<file path="config.mk">
export PLATFORM = sky130hd
export DESIGN_NAME = axicb_prio_arbiter
export DESIGN_NICKNAME = d
export VERILOG_FILES = /design/src/rtl/axicb_prio_arbiter.sv
export SDC_FILE = /design/constraint.sdc
export NUM_CORES = 1
export LEC_CHECK = 0
export CAP_MARGIN = 15
export CORE_AREA = 2 2 39 41
export CTS_CLUSTER_SIZE = 25
export DETAILED_ROUTE_END_ITERATION = 10
export DIE_AREA = 0 0 41 43
export PLACE_DENSITY_LB_ADDON = 0.05
export SLEW_MARGIN = 20
export SYNTH_ARGS = -nofsm -noshare
export SYNTH_HDL_FRONTEND = slang
export SYNTH_SLANG_ARGS = --single-unit
</file>
<file path="constraint.sdc">
create_clock -name aclk -period 6.4 [get_ports aclk]
set_clock_uncertainty 0.2 [all_clocks]
set_input_delay 1.6 -clock aclk [delete_from_list [all_inputs] [get_ports aclk]]
set_output_delay 1.6 -clock aclk [all_outputs]
set_load 0.03 [all_outputs]
</file>
<file path="src/rtl/axicb_prio_arbiter.sv">
// Round-robin arbiter with static priority layers and transfer locking.
// Optional AXICB_ARB_AGING_EN: long-waiting requesters are promoted above every level.
//
// state    | meaning
// ---------+-----------------------------------------------------------
// S_IDLE   | grant follows req combinationally (priority, then round-robin)
// S_LOCKED | grant held on lock_id_q until the last beat is accepted
module axicb_prio_arbiter #(
   parameter int                         REQ_NB       = 4,
   parameter int                         PRIO_NB      = 4,
   parameter int                         PRIO_W       = (PRIO_NB > 1) ? $clog2(PRIO_NB) : 1,
   parameter logic [REQ_NB*PRIO_W-1:0]   REQ_PRIORITY = '0,
   parameter int                         AGE_MAX      = 16
) (
   input  logic                      aclk,
   input  logic                      srst,
   input  logic [REQ_NB-1:0]         req,
   input  logic                      en,
   input  logic                      last,
   output logic [REQ_NB-1:0]         grant,
   output logic [$clog2(REQ_NB)-1:0] grant_id,
   output logic                      busy
);

   localparam int ID_W = $clog2(REQ_NB);
`ifdef AXICB_ARB_AGING_EN
   localparam int NLVL  = PRIO_NB + 1;
   localparam int AGE_W = $clog2(AGE_MAX + 1);
`else
   localparam int NLVL  = PRIO_NB;
`endif
   localparam int LVL_W = (NLVL > 1) ? $clog2(NLVL) : 1;

   if (REQ_NB < 2 || REQ_NB > 16 || PRIO_NB < 1 || PRIO_NB > 8 || AGE_MAX < 1) begin : g_param_chk
      $error("axicb_prio_arbiter: illegal parameter set");
   end

   typedef enum logic {S_IDLE, S_LOCKED} state_t;

   state_t            state_q, state_d;
   logic [ID_W-1:0]   lock_id_q, lock_id_d;
   logic [ID_W-1:0]   ptr_q [NLVL];
   logic [ID_W-1:0]   ptr_d [NLVL];

   logic [LVL_W-1:0]  lvl [REQ_NB];
   logic [LVL_W-1:0]  top_lvl;
   logic              any_req;
   logic [ID_W-1:0]   cur_ptr;
   logic              hit_hi, hit_any;
   logic [ID_W-1:0]   idx_hi, idx_any;
   logic [ID_W-1:0]   win_id;
   logic [ID_W-1:0]   nxt_ptr;

`ifdef AXICB_ARB_AGING_EN
   logic [AGE_W-1:0]  age_q [REQ_NB];
   logic [AGE_W-1:0]  age_d [REQ_NB];
`endif

   // Effective level per requester; aged requesters sit on the extra top level.
   always_comb begin
      int p;
      p       = 0;
      top_lvl = '0;
      any_req = 1'b0;
      for (int i = 0; i < REQ_NB; i++) begin
         p = int'(REQ_PRIORITY[i*PRIO_W +: PRIO_W]);
         if (p >= PRIO_NB) p = PRIO_NB - 1;
         lvl[i] = LVL_W'(p);
`ifdef AXICB_ARB_AGING_EN
         if (age_q[i] == AGE_W'(AGE_MAX)) lvl[i] = LVL_W'(PRIO_NB);
`endif
         if (req[i] && (!any_req || lvl[i] > top_lvl)) begin
            top_lvl = lvl[i];
            any_req = 1'b1;
         end
      end
   end

   always_comb begin
      cur_ptr = '0;
      for (int l = 0; l < NLVL; l++) begin
         if (LVL_W'(l) == top_lvl) cur_ptr = ptr_q[l];
      end
      hit_hi  = 1'b0;
      hit_any = 1'b0;
      idx_hi  = '0;
      idx_any = '0;
      for (int i = 0; i < REQ_NB; i++) begin
         if (req[i] && lvl[i] == top_lvl) begin
            if (!hit_any) begin
               hit_any = 1'b1;
               idx_any = ID_W'(i);
            end
            if (!hit_hi && ID_W'(i) >= cur_ptr) begin
               hit_hi = 1'b1;
               idx_hi = ID_W'(i);
            end
         end
      end
      // Nothing at or above the pointer: wrap to the lowest candidate.
      win_id  = hit_hi ? idx_hi : idx_any;
      nxt_ptr = (win_id == ID_W'(REQ_NB - 1)) ? '0 : win_id + ID_W'(1);
   end

   always_comb begin
      state_d   = state_q;
      lock_id_d = lock_id_q;
      ptr_d     = ptr_q;
      grant     = '0;
      grant_id  = '0;
      busy      = 1'b0;
      case (state_q)
         S_IDLE: begin
            if (any_req) begin
               grant    = REQ_NB'(1) << win_id;
               grant_id = win_id;
               if (en) begin
                  for (int l = 0; l < NLVL; l++) begin
                     if (LVL_W'(l) == top_lvl) ptr_d[l] = nxt_ptr;
                  end
                  if (!last) begin
                     lock_id_d = win_id;
                     state_d   = S_LOCKED;
                  end
               end
            end
         end
         S_LOCKED: begin
            grant    = REQ_NB'(1) << lock_id_q;
            grant_id = lock_id_q;
            busy     = 1'b1;
            if (en && last) state_d = S_IDLE;
         end
         default: state_d = S_IDLE;
      endcase
   end

`ifdef AXICB_ARB_AGING_EN
   always_comb begin
      for (int i = 0; i < REQ_NB; i++) begin
         age_d[i] = age_q[i];
         if (!req[i] || (grant[i] && en))     age_d[i] = '0;
         else if (age_q[i] != AGE_W'(AGE_MAX)) age_d[i] = age_q[i] + AGE_W'(1);
      end
   end

   always_ff @(posedge aclk) begin
      if (srst) begin
         for (int i = 0; i < REQ_NB; i++) age_q[i] <= '0;
      end else begin
         age_q <= age_d;
      end
   end
`endif

   always_ff @(posedge aclk) begin
      if (srst) begin
         state_q   <= S_IDLE;
         lock_id_q <= '0;
         for (int l = 0; l < NLVL; l++) ptr_q[l] <= '0;
      end else begin
         state_q   <= state_d;
         lock_id_q <= lock_id_d;
         ptr_q     <= ptr_d;
      end
   end

endmodule

</file>
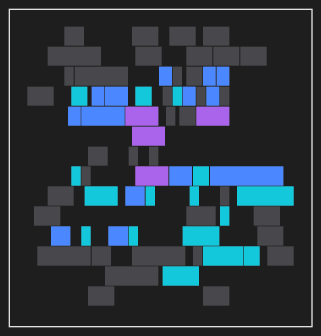
Figure 1: gate families picked out.
purple -> adder and majority cells  # cells 4
blue -> inverting AOI/OAI gates  # cells 14
cyan -> NOR gates  # cells 16
Finished Layout Cells: 87
most used logic cell in the final layout: clkdlybuf4s50_1
Comb area share: 54.49%

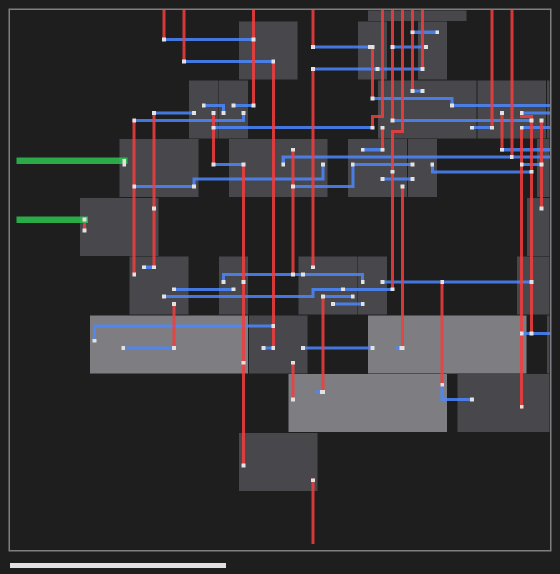
Figure 2: close-up of the layout.
Scale bar: 10 um. Window x 0 to 25, y 0 to 25 um. Cells in gray, sequential cells in the stronger gray; small squares are vias.
green -> met3
red -> met2
blue -> met1
most frequent = nor2_1 (4)
netlist names of flops here include = cur_ptr (2), state_q (1)
sequential cells in the window = 3
cells with their middle in the window = 22

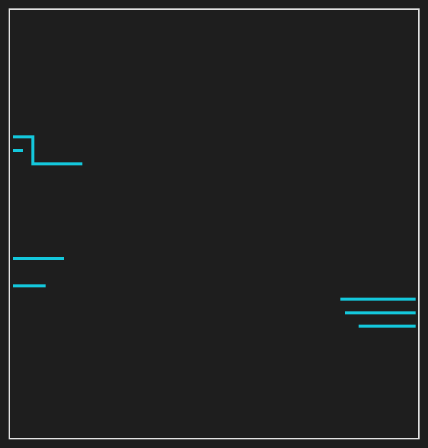
Figure 3: met3 routing.
main direction = horizontal
longest straight run = 7.20 um
nets with wire on the layer = 7
grt met3 use: 1.571%
via count: 422
final wirelength: 943 um

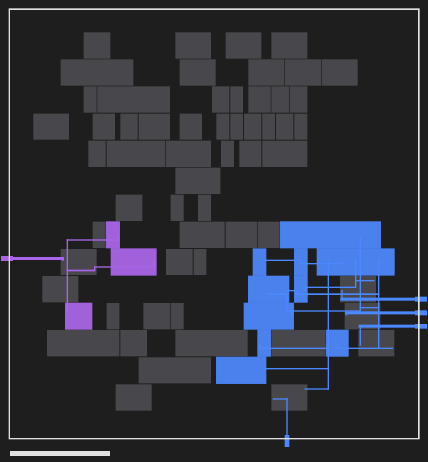
Figure 4: I/O nets highlighted.
Scale bar: 10 um.
blue -> req  # bits 4, direction input, edge 3 right, 1 bottom, end cells 10, buffers 4, wire 120 um
purple -> en  # bits 1, direction input, edge left, end cells 3, buffers 1, wire 27.3 um
PortBufs: 14
top-level I/O count: 15

==> qor.csv <==
metric,value,unit
Synth flops,5,
Worst Setup EP,grant[3],
GR Overflow Total,0,
met1 Use GR,15.71,%
TNS Setup,0,ns
critical path's slowest cell,clkdlybuf4s50_1,
RR Endpoint,cur_ptr[1]$_SDFFE_PP0P_,
"Slew Viols, Final",0,
Syn. warnings,0,
crit-path max FO,5,
CP arrival,3.87,ns
critical path type,in2out,
Period minus WS final,5.666,ns
Max Cap Viol,0,
DR iter-0 viols,0,
Init Core Util,34.09,%
Log Warnings,29,
Crit path buffers/inverters,3,
syn avg cell area,8.735,um2
CTS tree,built,
Max VDD drop,117.8,uV
DR pass1 iterations,1,
Reg2Reg Setup Slack,4.51,ns
Worst Setup SP,req[2],
critical path depth in cells,8,
row count,14,
met2 Resource Use GR,16.56,%
Final WS setup,0.7338,ns
Worst Hold Class,reg2reg,
CP endpoint kind,primary output,
status,completed,
Total Power,0.1315,mW
Synth Instances,54,
CP max stage delay,0.58,ns
core area,1384,um2
Hold Worst Slack,0.3765,ns
startpoint types,input pin,
Worst-Skew Late Latency,0.24,ns
CP required,4.60,ns
"Seq share, synth",21.22,%
-- synth_stat cells --
cell | count | share of area, %
a32o_1 | 1 | 2.1
o21ai_0 | 7 | 7.4
nor2_2 | 1 | 1.3
a211oi_1 | 3 | 4.8
o41ai_1 | 1 | 1.9
a2111oi_4 | 1 | 5.8
nor4b_2 | 1 | 3.2
nor2b_4 | 2 | 5.8
a311o_2 | 1 | 2.4
nand2b_1 | 1 | 1.3
dfxtp_1 | 5 | 21
o21ai_2 | 1 | 1.9
nor4_4 | 1 | 4.5
clkbuf_1 | 1 | 0.79
nor2_1 | 7 | 5.6
inv_1 | 3 | 2.4
ha_1 | 4 | 11
o41ai_2 | 1 | 3.4
nand2_1 | 7 | 5.6
or2_2 | 1 | 1.3
nor2b_1 | 3 | 4.0
nor3b_2 | 1 | 2.7
-- how the worst min path moves through the flow --
stage / start / endpoint / slack, ns / depth (start not counted)
2_1_floorplan: cur_ptr[1]$_SDFFE_PP0P_ / cur_ptr[1]$_SDFFE_PP0P_ / 0.34 / 2
3_3_place_gp: cur_ptr[0]$_SDFFE_PP0P_ / cur_ptr[0]$_SDFFE_PP0P_ / 0.38 / 2
3_5_place_dp: cur_ptr[0]$_SDFFE_PP0P_ / cur_ptr[0]$_SDFFE_PP0P_ / 0.38 / 2
4_1_cts: cur_ptr[0]$_SDFFE_PP0P_ / cur_ptr[0]$_SDFFE_PP0P_ / 0.39 / 2
5_1_grt: cur_ptr[0]$_SDFFE_PP0P_ / cur_ptr[0]$_SDFFE_PP0P_ / 0.41 / 2
6_report: cur_ptr[0]$_SDFFE_PP0P_ / cur_ptr[0]$_SDFFE_PP0P_ / 0.38 / 2
-- stage by stage --
| step | utilization (%) | instances |
|---|---|---|
| global route | 47.29 | 87 |
| detailed placement | 45.39 | 83 |
| finish | 47.29 | 87 |
| floorplan | - | 54 |
| global placement | 45.39 | 83 |
| CTS | 47.29 | 87 |
-- worst reg2reg max path, stage by stage, from the launching register on --
cell	delay, ns
dfxtp_1	0.44
nand2_1	0.08
a311o_2	0.39
o21ai_2	0.12
inv_1	0.10
ha_1	0.28
a211oi_1	0.19
-- power breakdown --
group	switching [mW]	total [mW]	internal (mW)
combinational	0.0317	0.0576	0.0259
clock	0.0119	0.0354	0.0235
sequential	0.00448	0.0384	0.0339
total	0.0481	0.131	0.0833
-- registers in the layout (all words and copies together), names as in the netlist --
register and flops:
cur_ptr 2, lock_id_q 2, state_q 1
-- per-layer routing --
metal,wire [um],part of all wire (%)
met5,0,0
met4,0,0
met3,37,3.9
met2,460,49
met1,445,47
-- final cells by class --
cell class | instances | area (um2) | area share [%]
multi-input cells | 45 | 356.6 | 54.49
well taps | 16 | 20.02 | 3.059
repair buffers | 14 | 140.1 | 21.41
inverters | 3 | 11.26 | 1.721
clock buffers | 4 | 26.28 | 4.015
flip-flops and latches | 5 | 100.1 | 15.30
-- cell families (layout without fill, tap and decap cells) --
family,after synthesis,in the layout,synth area share (%)
flip-flops,5,5,21.22
AND/OR/NAND/NOR,25,25,35.28
AND-OR/OR-AND,16,16,29.71
buffers and inverters,4,21,3.182
adder cells (fa/ha/maj),4,4,10.61
No activity file was given, so power comes from the tool's default toggle rates.
